===== src/rtl/psram_bist.sv =====
// PSRAM built-in self test: writes a generated pattern over a word range, reads it back and compares.
// Optional watchdog on controller waits is enabled with `define PSRAM_BIST_TIMEOUT_EN.
//
//   state  | meaning
//   IDLE   | waiting for start
//   INIT   | waiting for controller idle before first write
//   W_REQ  | issue write strobe
//   W_ACK  | hold write strobe until controller busy
//   W_END  | wait for write completion, then advance / switch to read / abort
//   R_REQ  | issue read strobe
//   R_ACK  | hold read strobe until controller busy
//   R_END  | wait for read data, compare, then advance / finish / abort
//   DONE   | one-cycle completion, latch pass
module psram_bist #(
   parameter int ADDR_W = 24,
   parameter int DATA_W = 16,
   parameter int ERR_W  = 16,
   parameter logic [DATA_W-1:0] LFSR_TAPS = DATA_W'(16'hB400)
`ifdef PSRAM_BIST_TIMEOUT_EN
   , parameter int TIMEOUT_CYC = 1023
`endif
) (
   input  logic              clk_i,
   input  logic              rstn_i,
   input  logic              i_start,
   input  logic              i_abort,
   input  logic [1:0]        i_mode,
   input  logic [ADDR_W-1:0] i_base_addr,
   input  logic [ADDR_W-1:0] i_length,
   input  logic [DATA_W-1:0] i_seed,
   output logic              o_mem_stb,
   output logic              o_mem_we,
   output logic [ADDR_W-1:0] o_mem_addr,
   output logic [DATA_W-1:0] o_mem_din,
   input  logic              i_mem_busy,
   input  logic [DATA_W-1:0] i_mem_dout,
   output logic              o_busy,
   output logic              o_done,
   output logic              o_pass,
   output logic [ERR_W-1:0]  o_err_count,
   output logic [ADDR_W-1:0] o_first_err_addr,
   output logic [DATA_W-1:0] o_first_err_exp,
   output logic [DATA_W-1:0] o_first_err_got,
   output logic [3:0]        o_state
`ifdef PSRAM_BIST_TIMEOUT_EN
   , output logic            o_timeout
`endif
);

   typedef enum logic [3:0] {
      S_IDLE  = 4'd0,
      S_INIT  = 4'd1,
      S_W_REQ = 4'd2,
      S_W_ACK = 4'd3,
      S_W_END = 4'd4,
      S_R_REQ = 4'd5,
      S_R_ACK = 4'd6,
      S_R_END = 4'd7,
      S_DONE  = 4'd8
   } state_t;

   state_t            state_q, state_nxt;
   logic [1:0]        mode_q;
   logic [ADDR_W-1:0] base_q, len_q, idx_q, cur_q;
   logic [DATA_W-1:0] seed_q, lfsr_q, lfsr_step, pattern;
   logic [ERR_W-1:0]  err_q;
   logic [ADDR_W-1:0] ferr_addr_q;
   logic [DATA_W-1:0] ferr_exp_q, ferr_got_q;
   logic              busy_q, pass_q, abort_q, aborted_q;
   logic              abort_now, is_last, mismatch;
   logic              go_abort, rewind, advance, cmp;
   logic              tmo;

   function automatic logic [DATA_W-1:0] seed_fix(input logic [DATA_W-1:0] s);
      return (s == '0) ? DATA_W'(1) : s;
   endfunction

   assign abort_now = abort_q | i_abort;
   assign is_last   = (idx_q == len_q - ADDR_W'(1));
   assign lfsr_step = {1'b0, lfsr_q[DATA_W-1:1]} ^ (lfsr_q[0] ? LFSR_TAPS : '0);
   assign mismatch  = (i_mem_dout != pattern);

   always_comb begin
      case (mode_q)
         2'd0:    pattern = seed_q;
         2'd1:    pattern = DATA_W'(cur_q) ^ seed_q;
         2'd2:    pattern = DATA_W'(1) << (idx_q % ADDR_W'(DATA_W));
         default: pattern = lfsr_q;
      endcase
   end

`ifdef PSRAM_BIST_TIMEOUT_EN
   localparam int WD_W = $clog2(TIMEOUT_CYC + 1);
   logic [WD_W-1:0] wd_q;
   logic            waiting, wd_hit, wd_clr, timeout_q;

   assign waiting = state_q inside {S_INIT, S_W_ACK, S_W_END, S_R_ACK, S_R_END};
   assign wd_hit  = waiting && (wd_q == WD_W'(TIMEOUT_CYC));
   assign wd_clr  = (state_nxt inside {S_INIT, S_W_REQ, S_R_REQ}) && (state_nxt != state_q);
   assign tmo     = timeout_q;
   assign o_timeout = timeout_q;

   always_ff @(posedge clk_i or negedge rstn_i) begin
      if (!rstn_i) begin
         wd_q      <= '0;
         timeout_q <= 1'b0;
      end else begin
         if (wd_clr)
            wd_q <= '0;
         else if (waiting)
            wd_q <= wd_q + WD_W'(1);
         if (state_q == S_IDLE && i_start)
            timeout_q <= 1'b0;
         else if (wd_hit)
            timeout_q <= 1'b1;
      end
   end
`else
   assign tmo = 1'b0;
`endif

   always_comb begin
      state_nxt = state_q;
      go_abort  = 1'b0;
      rewind    = 1'b0;
      advance   = 1'b0;
      cmp       = 1'b0;
      case (state_q)
         S_IDLE:  if (i_start) state_nxt = (i_length == '0) ? S_DONE : S_INIT;
         S_INIT:  if (!i_mem_busy) state_nxt = S_W_REQ;
         S_W_REQ: state_nxt = S_W_ACK;
         S_W_ACK: if (i_mem_busy) state_nxt = S_W_END;
         S_W_END: begin
            if (!i_mem_busy) begin
               if (abort_now) begin
                  go_abort  = 1'b1;
                  state_nxt = S_DONE;
               end else if (is_last) begin
                  rewind    = 1'b1;
                  state_nxt = S_R_REQ;
               end else begin
                  advance   = 1'b1;
                  state_nxt = S_W_REQ;
               end
            end
         end
         S_R_REQ: state_nxt = S_R_ACK;
         S_R_ACK: if (i_mem_busy) state_nxt = S_R_END;
         S_R_END: begin
            if (!i_mem_busy) begin
               cmp = 1'b1;
               if (abort_now) begin
                  go_abort  = 1'b1;
                  state_nxt = S_DONE;
               end else if (is_last) begin
                  state_nxt = S_DONE;
               end else begin
                  advance   = 1'b1;
                  state_nxt = S_R_REQ;
               end
            end
         end
         S_DONE:  state_nxt = S_IDLE;
         default: state_nxt = S_IDLE;
      endcase
`ifdef PSRAM_BIST_TIMEOUT_EN
      // A stuck controller overrides any pending transition.
      if (wd_hit) begin
         state_nxt = S_DONE;
         go_abort  = 1'b0;
         rewind    = 1'b0;
         advance   = 1'b0;
         cmp       = 1'b0;
      end
`endif
   end

   always_ff @(posedge clk_i or negedge rstn_i) begin
      if (!rstn_i) begin
         state_q     <= S_IDLE;
         mode_q      <= '0;
         base_q      <= '0;
         len_q       <= '0;
         seed_q      <= '0;
         idx_q       <= '0;
         cur_q       <= '0;
         lfsr_q      <= '0;
         err_q       <= '0;
         ferr_addr_q <= '0;
         ferr_exp_q  <= '0;
         ferr_got_q  <= '0;
         busy_q      <= 1'b0;
         pass_q      <= 1'b0;
         abort_q     <= 1'b0;
         aborted_q   <= 1'b0;
      end else begin
         state_q <= state_nxt;
         if (state_q == S_IDLE) begin
            if (i_start) begin
               mode_q      <= i_mode;
               base_q      <= i_base_addr;
               len_q       <= i_length;
               seed_q      <= i_seed;
               idx_q       <= '0;
               cur_q       <= i_base_addr;
               lfsr_q      <= seed_fix(i_seed);
               err_q       <= '0;
               ferr_addr_q <= '0;
               ferr_exp_q  <= '0;
               ferr_got_q  <= '0;
               busy_q      <= 1'b1;
               pass_q      <= 1'b0;
               abort_q     <= 1'b0;
               aborted_q   <= 1'b0;
            end
         end else begin
            if (i_abort)
               abort_q <= 1'b1;
            if (rewind) begin
               idx_q  <= '0;
               cur_q  <= base_q;
               lfsr_q <= seed_fix(seed_q);
            end
            if (advance) begin
               idx_q  <= idx_q + ADDR_W'(1);
               cur_q  <= cur_q + ADDR_W'(1);
               lfsr_q <= lfsr_step;
            end
            if (cmp && mismatch) begin
               if (err_q != '1)
                  err_q <= err_q + ERR_W'(1);
               if (err_q == '0) begin
                  ferr_addr_q <= cur_q;
                  ferr_exp_q  <= pattern;
                  ferr_got_q  <= i_mem_dout;
               end
            end
            if (go_abort)
               aborted_q <= 1'b1;
            if (state_q == S_DONE) begin
               busy_q <= 1'b0;
               pass_q <= (err_q == '0) && !aborted_q && !tmo;
            end
         end
      end
   end

   assign o_mem_stb        = state_q inside {S_W_REQ, S_W_ACK, S_R_REQ, S_R_ACK};
   assign o_mem_we         = state_q inside {S_W_REQ, S_W_ACK};
   assign o_mem_addr       = cur_q;
   assign o_mem_din        = o_mem_we ? pattern : '0;
   assign o_busy           = busy_q;
   assign o_done           = (state_q == S_DONE);
   assign o_pass           = pass_q;
   assign o_err_count      = err_q;
   assign o_first_err_addr = ferr_addr_q;
   assign o_first_err_exp  = ferr_exp_q;
   assign o_first_err_got  = ferr_got_q;
   assign o_state          = state_q;

endmodule


===== config.mk =====
export PLATFORM = sky130hd
export DESIGN_NAME = psram_bist
export DESIGN_NICKNAME = d
export VERILOG_FILES = /design/src/rtl/psram_bist.sv
export SDC_FILE = /design/constraint.sdc
export NUM_CORES = 1
export LEC_CHECK = 0
export CAP_MARGIN = 20
export CORE_MARGIN = 2
export CORE_UTILIZATION = 45
export DETAILED_ROUTE_END_ITERATION = 16
export PLACE_DENSITY = 0.79
export SKIP_CTS_REPAIR_TIMING = 1
export SYNTH_ARGS = -nofsm -noshare
export SYNTH_HDL_FRONTEND = slang
export SYNTH_SLANG_ARGS = --single-unit

===== constraint.sdc =====
create_clock -name clk_i -period 3.17 [get_ports clk_i]
set_input_delay 0.4755 -clock clk_i [delete_from_list [all_inputs] [get_ports clk_i]]
set_output_delay 0.4755 -clock clk_i [all_outputs]
set_load 0.005 [all_outputs]

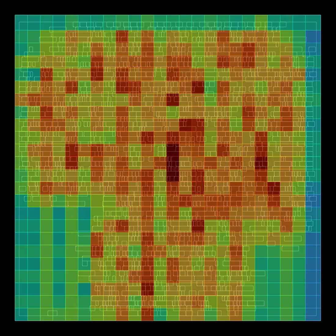
(routing congestion)
met2 usage: 44.1%
met1 usage: 36.6%
Layout Utilization: 61.7%
gr usage total: 27.2%

==> results.toml <==
# flow metrics
[drt]
wl_per_cell_um = 19.6
drc_errors = 0
wl_met2_um = 18400
drt_iter0_drc = 1161
drt_first_pass_iters = 5
ant_nets = 0
vias_per_cell = 5.80
wl_met3_um = 3020
m1WireLength_um = 16200
top_layer = "met4"

[power]
largestPowerGroup = "combinational logic"
combinationalPowerShare_pct = 47.5
ir_drop_mv = 0.636
leakage_nw = 6.94
netSwitchingFraction_pct = 40.1
pg_seq_mw = 4.46
p_switching_mw = 5.61
comb_cell_power_mw = 6.65
totalPowerFinal_mw = 14.0
power_clock_mw = 2.89
power_frac_seq_pct = 31.8
p_per_area_nw_per_um2 = 871
p_int_mw = 8.39
clockPowerShare_pct = 20.7

[yosys]
ys.flop_type = "dfrtp_1"
synth.logic.top_family = "simple AND/OR/NAND/NOR gates"
top_cells_by_count = "nand2_1, dfrtp_1, nor2_1"
ys_seq_share_pct = 43.9
top_cell = "nand2_1"
top_cell_area_share_pct = 43.9
synthesis.area_sq_um = 12000
xor_share_pct = 6.08
ys_async_sr_fraction_pct = 100
ys_sh_simple_pct = 23.9
synthDistinctLibCells = 78
synth_cells = 1376
area_leaders = "dfrtp_1, nand2_1, mux2i_1"
yosysCellCount = 1376
syn_nets = 1473
ys_sh_adder_pct = 1.05
synth_top_cell_by_area = "dfrtp_1"
yosys_area_sq_um = 12000
ys_sh_mux_pct = 5.25
edf_count = 0
numSynthFlops = 210
aoi_share_pct = 15.2
yosys_warnings = 0

[run_status]
violations = "hold timing, setup timing"
status = "finished with violations"

[critical_path]
critical_path_depth = 11
reg2reg_depth = 11
crit_path_start_kind = "flip-flop"
arrival_ps = 3740
crit_path_max_incr_delay_ps = 440
rr_endpoint = "lfsr_q[4]"
path_cells = "inv_2 -> ha_4 -> nor4b_4 -> nand3_2 -> or2_4 -> nor3b_1 -> o31a_1 -> o2111a_2 -> nor2_4 -> mux2_2 -> a221o_1"
critPathBufInv = 1
timing.rr.start = "len_q[0]"
endpoint = "lfsr_q[4]"
critPathKind = "flip-flop to flip-flop"
crit_family = "simple AND/OR/NAND/NOR gates"
end_kind = "flip-flop"
cp-startpoint = "len_q[0]"
critPathSlowestCell = "dfrtp_2"
ff2ff_setup_slack_ps = -150

[clock_tree]
clock-sinks = 210
cts_inserted_buffers = 25
clk_latency_ps = 550
cts-root-buf = "clkbuf_16"
clkTransAtPathRegs_ps = 60
cts_tree = "yes"
h-tree-depth = 1
clockBufferDepth = 3

[final_layout]
antennaDiodeCount = 0
area_growth_pct = 34.4
nets = 1734
stdcell_area_sq_um = 16100
num-multi-input-gates = 1045
finalNonFillerCells = 1988
seq_area_share_pct = 32.7
largestClassByArea = "combinational gates"
inv_count = 31
lay_top_count = "nand2_1"
register_area_sq_um = 5260
lay_top_cells = "nand2_1, dfrtp_1, clkdlybuf4s50_1"
drive_above_1_share_pct = 12.9
n_all_buffers = 324
fillers = 2172
logic_area_sq_um = 6340
nClkBuffers = 37
buffer_area_share_pct = 19.5
flops = 210

[final_timing]
tns_ps = -3400
final_max_slew_viol_count = 0
setup_ws_ps = -153
whs_ps = -43.6
skew_ps = 29.1
fin_crit_sh_pct = 105
slew_headroom_pct = 41.0
fmax_mhz = 301
setup_violations = 53
worstMarginPinSlew_ps = 881
finalCriticalPeriod_ps = 3320
hold_viol_final = 38
rsz0062_at_grt = "yes"

[global_route]
grt_pass1_vias = 11200
grt_max_degree = 108
grt_antenna_before_repair = 0
grt_first_pass_wirelength_um = 61700
grt-busiest-layer = "met2"
grt-ovfl-total = 0

[run]
maxCapViolations = 0
openroad.warnings = 34

[placed_design]
placed_area_sq_um = 15000
pre_cts_slack_ps = -160
dp.cells = 1940
gp_congestion = 0.941
portBuffers = 207

[die]
die_width_um = 167
initCoreUtil_pct = 45.9
die_area_sq_um = 27900
io_pins = 208
n_tap_cell = 335
dieHeight_um = 167
core_area_sq_um = 26100
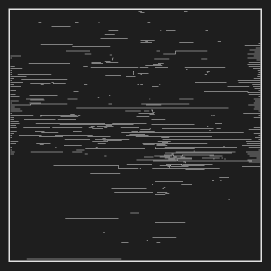
(metal 3)
Drawn at 1.5 px/um.
- wire length on this layer: 3,020 um
- main direction: horizontal
- longest straight run: 101 um
- share of all routed wire: 7.8%
- nets with wire on the layer: 215
GR Layer Usage met3: 5.54%
DR vias: 11,500
WL final: 38,900 um

